## src/rtl/systolic_pkg.sv

```systemverilog
// Shared types and sizing helpers for the N x N output-stationary systolic multiplier.
package systolic_pkg;

  typedef enum logic [1:0] {
    IDLE,
    LOAD,
    DRAIN,
    DONE
  } state_t;

  // Wide enough for N full signed DW x DW products without wrap.
  function automatic int acc_width(input int dw, input int n);
    return 2 * dw + $clog2(n) + 1;
  endfunction

endpackage

```

## src/rtl/systolic_pe.sv

```systemverilog
// One processing element: multiply-accumulates a paired a/b operand and
// forwards both operands (with their valid bits) to its right/lower neighbours.
module systolic_pe
  import systolic_pkg::*;
#(
  parameter int DW = 8,
  parameter int AW = acc_width(DW, 1)
) (
  input  logic                 clk,
  input  logic                 rst,
  input  logic signed [DW-1:0] a_in,
  input  logic                 a_v_in,
  input  logic signed [DW-1:0] b_in,
  input  logic                 b_v_in,
  input  logic                 clr,
  output logic signed [DW-1:0] a_out,
  output logic                 a_v_out,
  output logic signed [DW-1:0] b_out,
  output logic                 b_v_out,
  output logic signed [AW-1:0] acc
);

  logic signed [DW-1:0]   a_q, b_q;
  logic                   a_v_q, b_v_q;
  logic signed [AW-1:0]   acc_q, acc_d;
  logic signed [2*DW-1:0] prod;

  // Only a slice that is valid on both lanes contributes; bubbles pass through.
  always_comb begin
    prod  = a_in * b_in;
    acc_d = acc_q;
    if (clr) begin
      acc_d = '0;
    end else if (a_v_in && b_v_in) begin
      acc_d = acc_q + {{(AW - 2 * DW){prod[2*DW-1]}}, prod};
    end
  end

  always_ff @(posedge clk or negedge rst) begin
    if (!rst) begin
      a_q   <= '0;
      a_v_q <= 1'b0;
      b_q   <= '0;
      b_v_q <= 1'b0;
      acc_q <= '0;
    end else begin
      a_q   <= a_in;
      a_v_q <= a_v_in;
      b_q   <= b_in;
      b_v_q <= b_v_in;
      acc_q <= acc_d;
    end
  end

  assign a_out   = a_q;
  assign a_v_out = a_v_q;
  assign b_out   = b_q;
  assign b_v_out = b_v_q;
  assign acc     = acc_q;

endmodule

```

## src/rtl/systolic_mul_nxn.sv

```systemverilog
// N x N output-stationary systolic multiplier: load handshake, input skew lines,
// PE grid, drain counter and a one-cycle done pulse.
module systolic_mul_nxn
  import systolic_pkg::*;
#(
  parameter int  N  = 2,
  parameter int  DW = 8,
  localparam int AW = acc_width(DW, N)
) (
  input  logic              clk,
  input  logic              rst,
  input  logic              start,
  input  logic              in_valid,
  output logic              in_ready,
  input  logic [N*DW-1:0]   a_col,
  input  logic [N*DW-1:0]   b_row,
  output logic              busy,
  output logic              done,
  output logic [N*N*AW-1:0] c_out
);

  localparam int CW = (N > 1) ? $clog2(2 * N) : 1;

  state_t        state_q, state_d;
  logic [CW-1:0] cnt_q, cnt_d;
  logic          accept, clr;

  assign accept = in_valid & in_ready;

  always_ff @(posedge clk or negedge rst) begin
    if (!rst) begin
      state_q <= IDLE;
      cnt_q   <= '0;
    end else begin
      state_q <= state_d;
      cnt_q   <= cnt_d;
    end
  end

  // One counter serves both phases: beats accepted in LOAD, cycles spent in DRAIN.
  always_comb begin
    state_d = state_q;
    cnt_d   = cnt_q;
    clr     = 1'b0;
    unique case (state_q)
      IDLE, DONE: begin
        if (start) begin
          state_d = LOAD;
          cnt_d   = '0;
          clr     = 1'b1;
        end else if (state_q == DONE) begin
          state_d = IDLE;
        end
      end
      LOAD: begin
        if (accept) begin
          if (cnt_q == CW'(N - 1)) begin
            state_d = DRAIN;
            cnt_d   = '0;
          end else begin
            cnt_d = cnt_q + CW'(1);
          end
        end
      end
      DRAIN: begin
        if (cnt_q == CW'(2 * N - 2)) begin
          state_d = DONE;
          cnt_d   = '0;
        end else begin
          cnt_d = cnt_q + CW'(1);
        end
      end
      default: state_d = IDLE;
    endcase
  end

  always_comb begin
    in_ready = (state_q == LOAD);
    busy     = (state_q == LOAD) || (state_q == DRAIN);
    done     = (state_q == DONE);
  end

  logic [DW-1:0] a_lane   [N];
  logic          a_lane_v [N];
  logic [DW-1:0] b_lane   [N];
  logic          b_lane_v [N];

  // Lane i is i+1 registers deep, so PE(i,j) sees slice k at accept edge + 1 + i + j.
  for (genvar i = 0; i < N; i++) begin : g_skew
    logic [DW-1:0] a_q  [i+1];
    logic          av_q [i+1];
    logic [DW-1:0] b_q  [i+1];
    logic          bv_q [i+1];

    always_ff @(posedge clk or negedge rst) begin
      if (!rst) begin
        for (int s = 0; s <= i; s++) begin
          a_q[s]  <= '0;
          av_q[s] <= 1'b0;
          b_q[s]  <= '0;
          bv_q[s] <= 1'b0;
        end
      end else begin
        a_q[0]  <= a_col[i*DW +: DW];
        av_q[0] <= accept;
        b_q[0]  <= b_row[i*DW +: DW];
        bv_q[0] <= accept;
        for (int s = 1; s <= i; s++) begin
          a_q[s]  <= a_q[s-1];
          av_q[s] <= av_q[s-1];
          b_q[s]  <= b_q[s-1];
          bv_q[s] <= bv_q[s-1];
        end
      end
    end

    assign a_lane[i]   = a_q[i];
    assign a_lane_v[i] = av_q[i];
    assign b_lane[i]   = b_q[i];
    assign b_lane_v[i] = bv_q[i];
  end

  logic [DW-1:0] a_h  [N][N];
  logic          av_h [N][N];
  logic [DW-1:0] b_v  [N][N];
  logic          bv_v [N][N];

  for (genvar i = 0; i < N; i++) begin : g_row
    for (genvar j = 0; j < N; j++) begin : g_col
      logic [DW-1:0] a_in_w, b_in_w;
      logic          av_in_w, bv_in_w;

      if (j == 0) begin : g_a_edge
        assign a_in_w  = a_lane[i];
        assign av_in_w = a_lane_v[i];
      end else begin : g_a_fwd
        assign a_in_w  = a_h[i][j-1];
        assign av_in_w = av_h[i][j-1];
      end

      if (i == 0) begin : g_b_edge
        assign b_in_w  = b_lane[j];
        assign bv_in_w = b_lane_v[j];
      end else begin : g_b_fwd
        assign b_in_w  = b_v[i-1][j];
        assign bv_in_w = bv_v[i-1][j];
      end

      systolic_pe #(
        .DW(DW),
        .AW(AW)
      ) u_pe (
        .clk    (clk),
        .rst    (rst),
        .a_in   (a_in_w),
        .a_v_in (av_in_w),
        .b_in   (b_in_w),
        .b_v_in (bv_in_w),
        .clr    (clr),
        .a_out  (a_h[i][j]),
        .a_v_out(av_h[i][j]),
        .b_out  (b_v[i][j]),
        .b_v_out(bv_v[i][j]),
        .acc    (c_out[(i*N+j)*AW +: AW])
      );
    end
  end

endmodule

```

## config.mk

```make
export PLATFORM = sky130hd
export DESIGN_NAME = systolic_mul_nxn
export DESIGN_NICKNAME = d
export VERILOG_FILES = /design/src/rtl/systolic_pkg.sv /design/src/rtl/systolic_pe.sv /design/src/rtl/systolic_mul_nxn.sv
export SDC_FILE = /design/constraint.sdc
export NUM_CORES = 1
export LEC_CHECK = 0
export CELL_PAD_IN_SITES_DETAIL_PLACEMENT = 0
export CELL_PAD_IN_SITES_GLOBAL_PLACEMENT = 1
export CORE_MARGIN = 1
export CORE_UTILIZATION = 49
export DETAILED_ROUTE_END_ITERATION = 16
export GPL_TIMING_DRIVEN = 0
export PLACE_DENSITY = 0.94
export SETUP_SLACK_MARGIN = 0.02
export SLEW_MARGIN = 40
export SYNTH_ARGS = -nofsm -noshare
export SYNTH_HDL_FRONTEND = slang
export SYNTH_SLANG_ARGS = --single-unit
```

## constraint.sdc

```tcl
create_clock -name clk -period 7.6 [get_ports clk]
set_input_delay 1.52 -clock clk [delete_from_list [all_inputs] [get_ports clk]]
set_output_delay 1.52 -clock clk [all_outputs]
set_load 0.01 [all_outputs]
```

m3.png
(2 px per um)
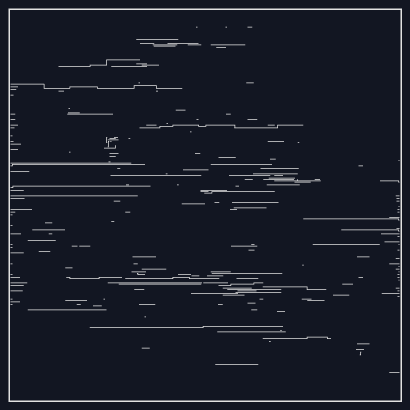
main direction: horizontal
share of all routed wire: 5.2%
nets with wire on the layer: 154
met3 Usage GRT: 0.0415
Via Count: 13700
WL final: 42300 um

clock_nets.png
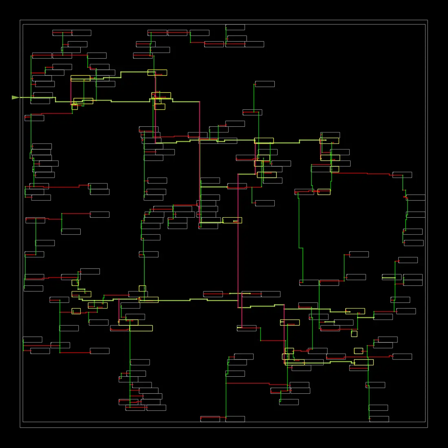
Power Clock: 0.906 mW
CTS Buf Count: 17

==> results.sh <==
# source this file to load flow results
export IMPL_critPathTopFamily="adder cells"
export IMPL_firstDrtPassIters=6
export IMPL_seq_area_frac_synth=0.218
export IMPL_largest_cell_class="logic gates"
export IMPL_required_ns=7.96
export IMPL_flops=159
export IMPL_drv_slew=0
export IMPL_ant_nets=0
export IMPL_synth_async_reset_ratio=1.00
export IMPL_vias_per_cell=5.39
export IMPL_synthAoiAreaFrac=0.107
export IMPL_dieWidth_um=195
export IMPL_critPathArrivalTime_ns=6.76
export IMPL_powerDensity_nw_per_um2=462
export IMPL_ys_cells=1921
export IMPL_logic_family="adder cells"
export IMPL_seq_power_mw=1.20
export IMPL_period_minus_slack_ns=6.39
export IMPL_pwr_share_seq=0.126
export IMPL_p_sw_mw=4.77
export IMPL_setup_viol=0
export IMPL_ys_warn_count=0
export IMPL_rows=70
export IMPL_ys_sh_simple=0.151
export IMPL_clkCellAreaFrac=0.0294
export IMPL_logic_area_um2=12800
export IMPL_num_multi_input_gates=1367
export IMPL_ys_types=83
export IMPL_cts_max_level=4
export IMPL_crit_buf_inv=4
export IMPL_area_leaders="fa_1 25%, dfrtp_1 22%, ha_1 13%"
export IMPL_power_static_leakage_nw=10.1
export IMPL_grt_total_usage=0.235
export IMPL_final_area_um2=20700
export IMPL_die_area_um2=38100
export IMPL_synth_flops=159
export IMPL_ys_sh_mux=0.0192
export IMPL_setup_slack_ns=1.21
export IMPL_rsz0062_at_grt="no"
export IMPL_min_path_type="reg -> reg"
export IMPL_fin_nets=2499
export IMPL_dpl_worst_slack_ns=1.29
export IMPL_tightest_slew_ns=0.872
export IMPL_buffers=133
export IMPL_comb_power_share=0.779
export IMPL_hold_buffers=0
export IMPL_tns_ns=0
export IMPL_place_area_um2=20000
export IMPL_cts_root_buf="clkbuf_16"
export IMPL_cts_setup_buffers=0
export IMPL_syn_area_per_cell_um2=9.52
export IMPL_grt_max_degree=74
export IMPL_syn_area_um2=18300
export IMPL_fa_ha_area_frac=0.373
export IMPL_power_internal_mw=4.77
export IMPL_synthCells=1921
export IMPL_edf_count=0
export IMPL_die_h_um=195
export IMPL_taps=468
export IMPL_flop_cell="dfrtp_1"
export IMPL_max_slew_margin=0.419
export IMPL_grt_pass1_wl_um=70500
export IMPL_clkTransAtPathRegs_ns=0.08
export IMPL_outcome="complete, no violations"
export IMPL_n_fill_cell=3170
export IMPL_warnings=28
export IMPL_pin_count=111
clock_wires.png
(2 px per um)
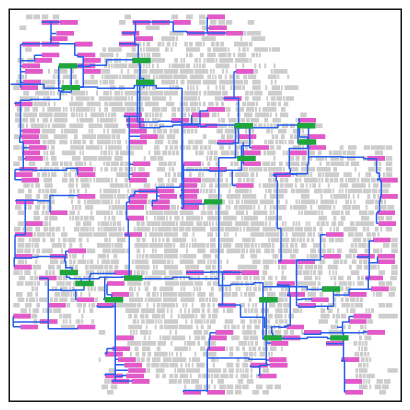
legend:
  blue:
    item: clock wires
    length: 2530 um
  green:
    item: clock-net drivers
    count: 17
  magenta:
    item: flip-flops
    count: 159
routed clock nets: 18
Clock Skew: 0.0173 ns
Clock power frac: 0.095
Insertion Delay late pin: 0.47 ns

gates.png
(1.5 px per um)
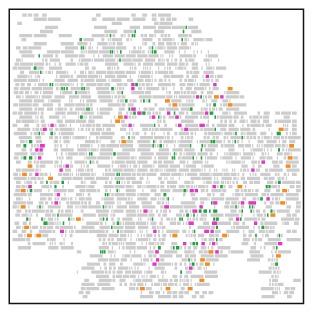
legend:
  magenta:
    family: non-inverting ao/oa cells
    cells: 59
    most_used: a21o_1
  orange:
    family: mux cells
    cells: 35
    most_used: mux2i_1
  green:
    family: nand cells
    cells: 149
    most_used: nand2_1
    where: spread over the die
combinational share of cell area: 0.620
most numerous logic cell after layout: inv_1
Final Non-Filler Cells: 2533

## metrics by stage
step	instances	power [mW]	hold slack [ns]
floorplan	1921	6.86	0.331
global placement	2499	8.36	0.334
detailed placement	2501	8.58	0.335
CTS	2533	9.56	0.351
global route	2533	10.5	0.353
finish	2533	9.54	0.348
## synth_stat cells, types with 4 or more instances
library cell / instances
a31o_1: 4
a21oi_1: 91
or3_1: 7
nand2b_1: 26
o21bai_1: 15
fa_1: 224
a211o_1: 4
a21oi_2: 5
a21o_1: 25
o211ai_1: 6
dfrtp_1: 159
inv_1: 373
o21a_1: 16
mux2i_1: 35
nand4_1: 6
clkbuf_1: 15
o22ai_1: 5
ha_1: 187
a31oi_1: 13
o21ai_1: 15
nand3b_1: 6
nor3_1: 30
and2_1: 173
a211oi_1: 11
xor2_1: 19
nand3_1: 14
nor2_1: 120
nand2_1: 94
o21ai_0: 46
and3_1: 6
xnor2_1: 83
nor2b_1: 19
## layout by cell type, fill, tap and decap left out, types with 4 or more instances in the layout
| master | n |
|---|---|
| a31o_1 | 4 |
| o21a_1 | 16 |
| a21o_1 | 25 |
| a211oi_1 | 11 |
| ha_1 | 187 |
| clkbuf_1 | 12 |
| o21bai_1 | 15 |
| inv_8 | 5 |
| a21oi_1 | 91 |
| inv_1 | 373 |
| o21ai_1 | 15 |
| nor3_1 | 30 |
| mux2i_1 | 35 |
| clkbuf_16 | 17 |
| nand3b_1 | 6 |
| a31oi_1 | 13 |
| or3_1 | 7 |
| and2_1 | 173 |
| a21oi_2 | 5 |
| o211ai_1 | 6 |
| and3_1 | 6 |
| nand2b_1 | 26 |
| dfrtp_1 | 159 |
| nand4_1 | 6 |
| o22ai_1 | 5 |
| xnor2_1 | 83 |
| nor2b_1 | 19 |
| fa_1 | 224 |
| nor2_1 | 120 |
| o21ai_0 | 46 |
| nand2_1 | 94 |
| clkdlybuf4s50_1 | 109 |
| a211o_1 | 4 |
| xor2_1 | 19 |
| nand3_1 | 14 |
## path summary, 6_finish.rpt
path | end | depth (start not counted) | slack, ns | start
min in group asynchronous | g_row[1].g_col[1].u_pe.acc[15] | 1 | 0.95 | rst
setup reg to reg | g_row[0].g_col[1].u_pe.acc[17] | 25 | 1.21 | g_row[0].g_col[1].b_in_w[0]
hold reg to reg | g_row[0].g_col[1].b_in_w[1] | 0 | 0.35 | g_skew[1].b_q[9]
hold / removal | g_row[0].g_col[1].b_in_w[1] | 0 | 0.35 | g_skew[1].b_q[9]
max in group asynchronous | g_row[0].g_col[0].u_pe.b_out[7] | 2 | 5.95 | rst
setup / recovery | g_row[0].g_col[1].u_pe.acc[17] | 25 | 1.21 | g_row[0].g_col[1].b_in_w[0]
## registers in the layout, summed over array words and instances (netlist names), 8 cells and up
| name | cells |
|---|---|
| g_row.g_col.u_pe.acc | 72 |
| g_row.g_col.a_in_w | 16 |
| g_row.g_col.u_pe.a_out | 16 |
| g_row.g_col.u_pe.b_out | 16 |
| g_skew.a_q | 8 |
| g_skew.b_q | 8 |
| g_row.g_col.b_in_w | 16 |
## metal layers
layer,vias to the layer above,wire length [um],share of wire
li1,6435,-,-
met1,6823,18100,0.43
met2,330,21000,0.50
met3,64,2190,0.052
met4,0,996,0.024
met5,-,0,0
No activity file was given, so power comes from the tool's default toggle rates.
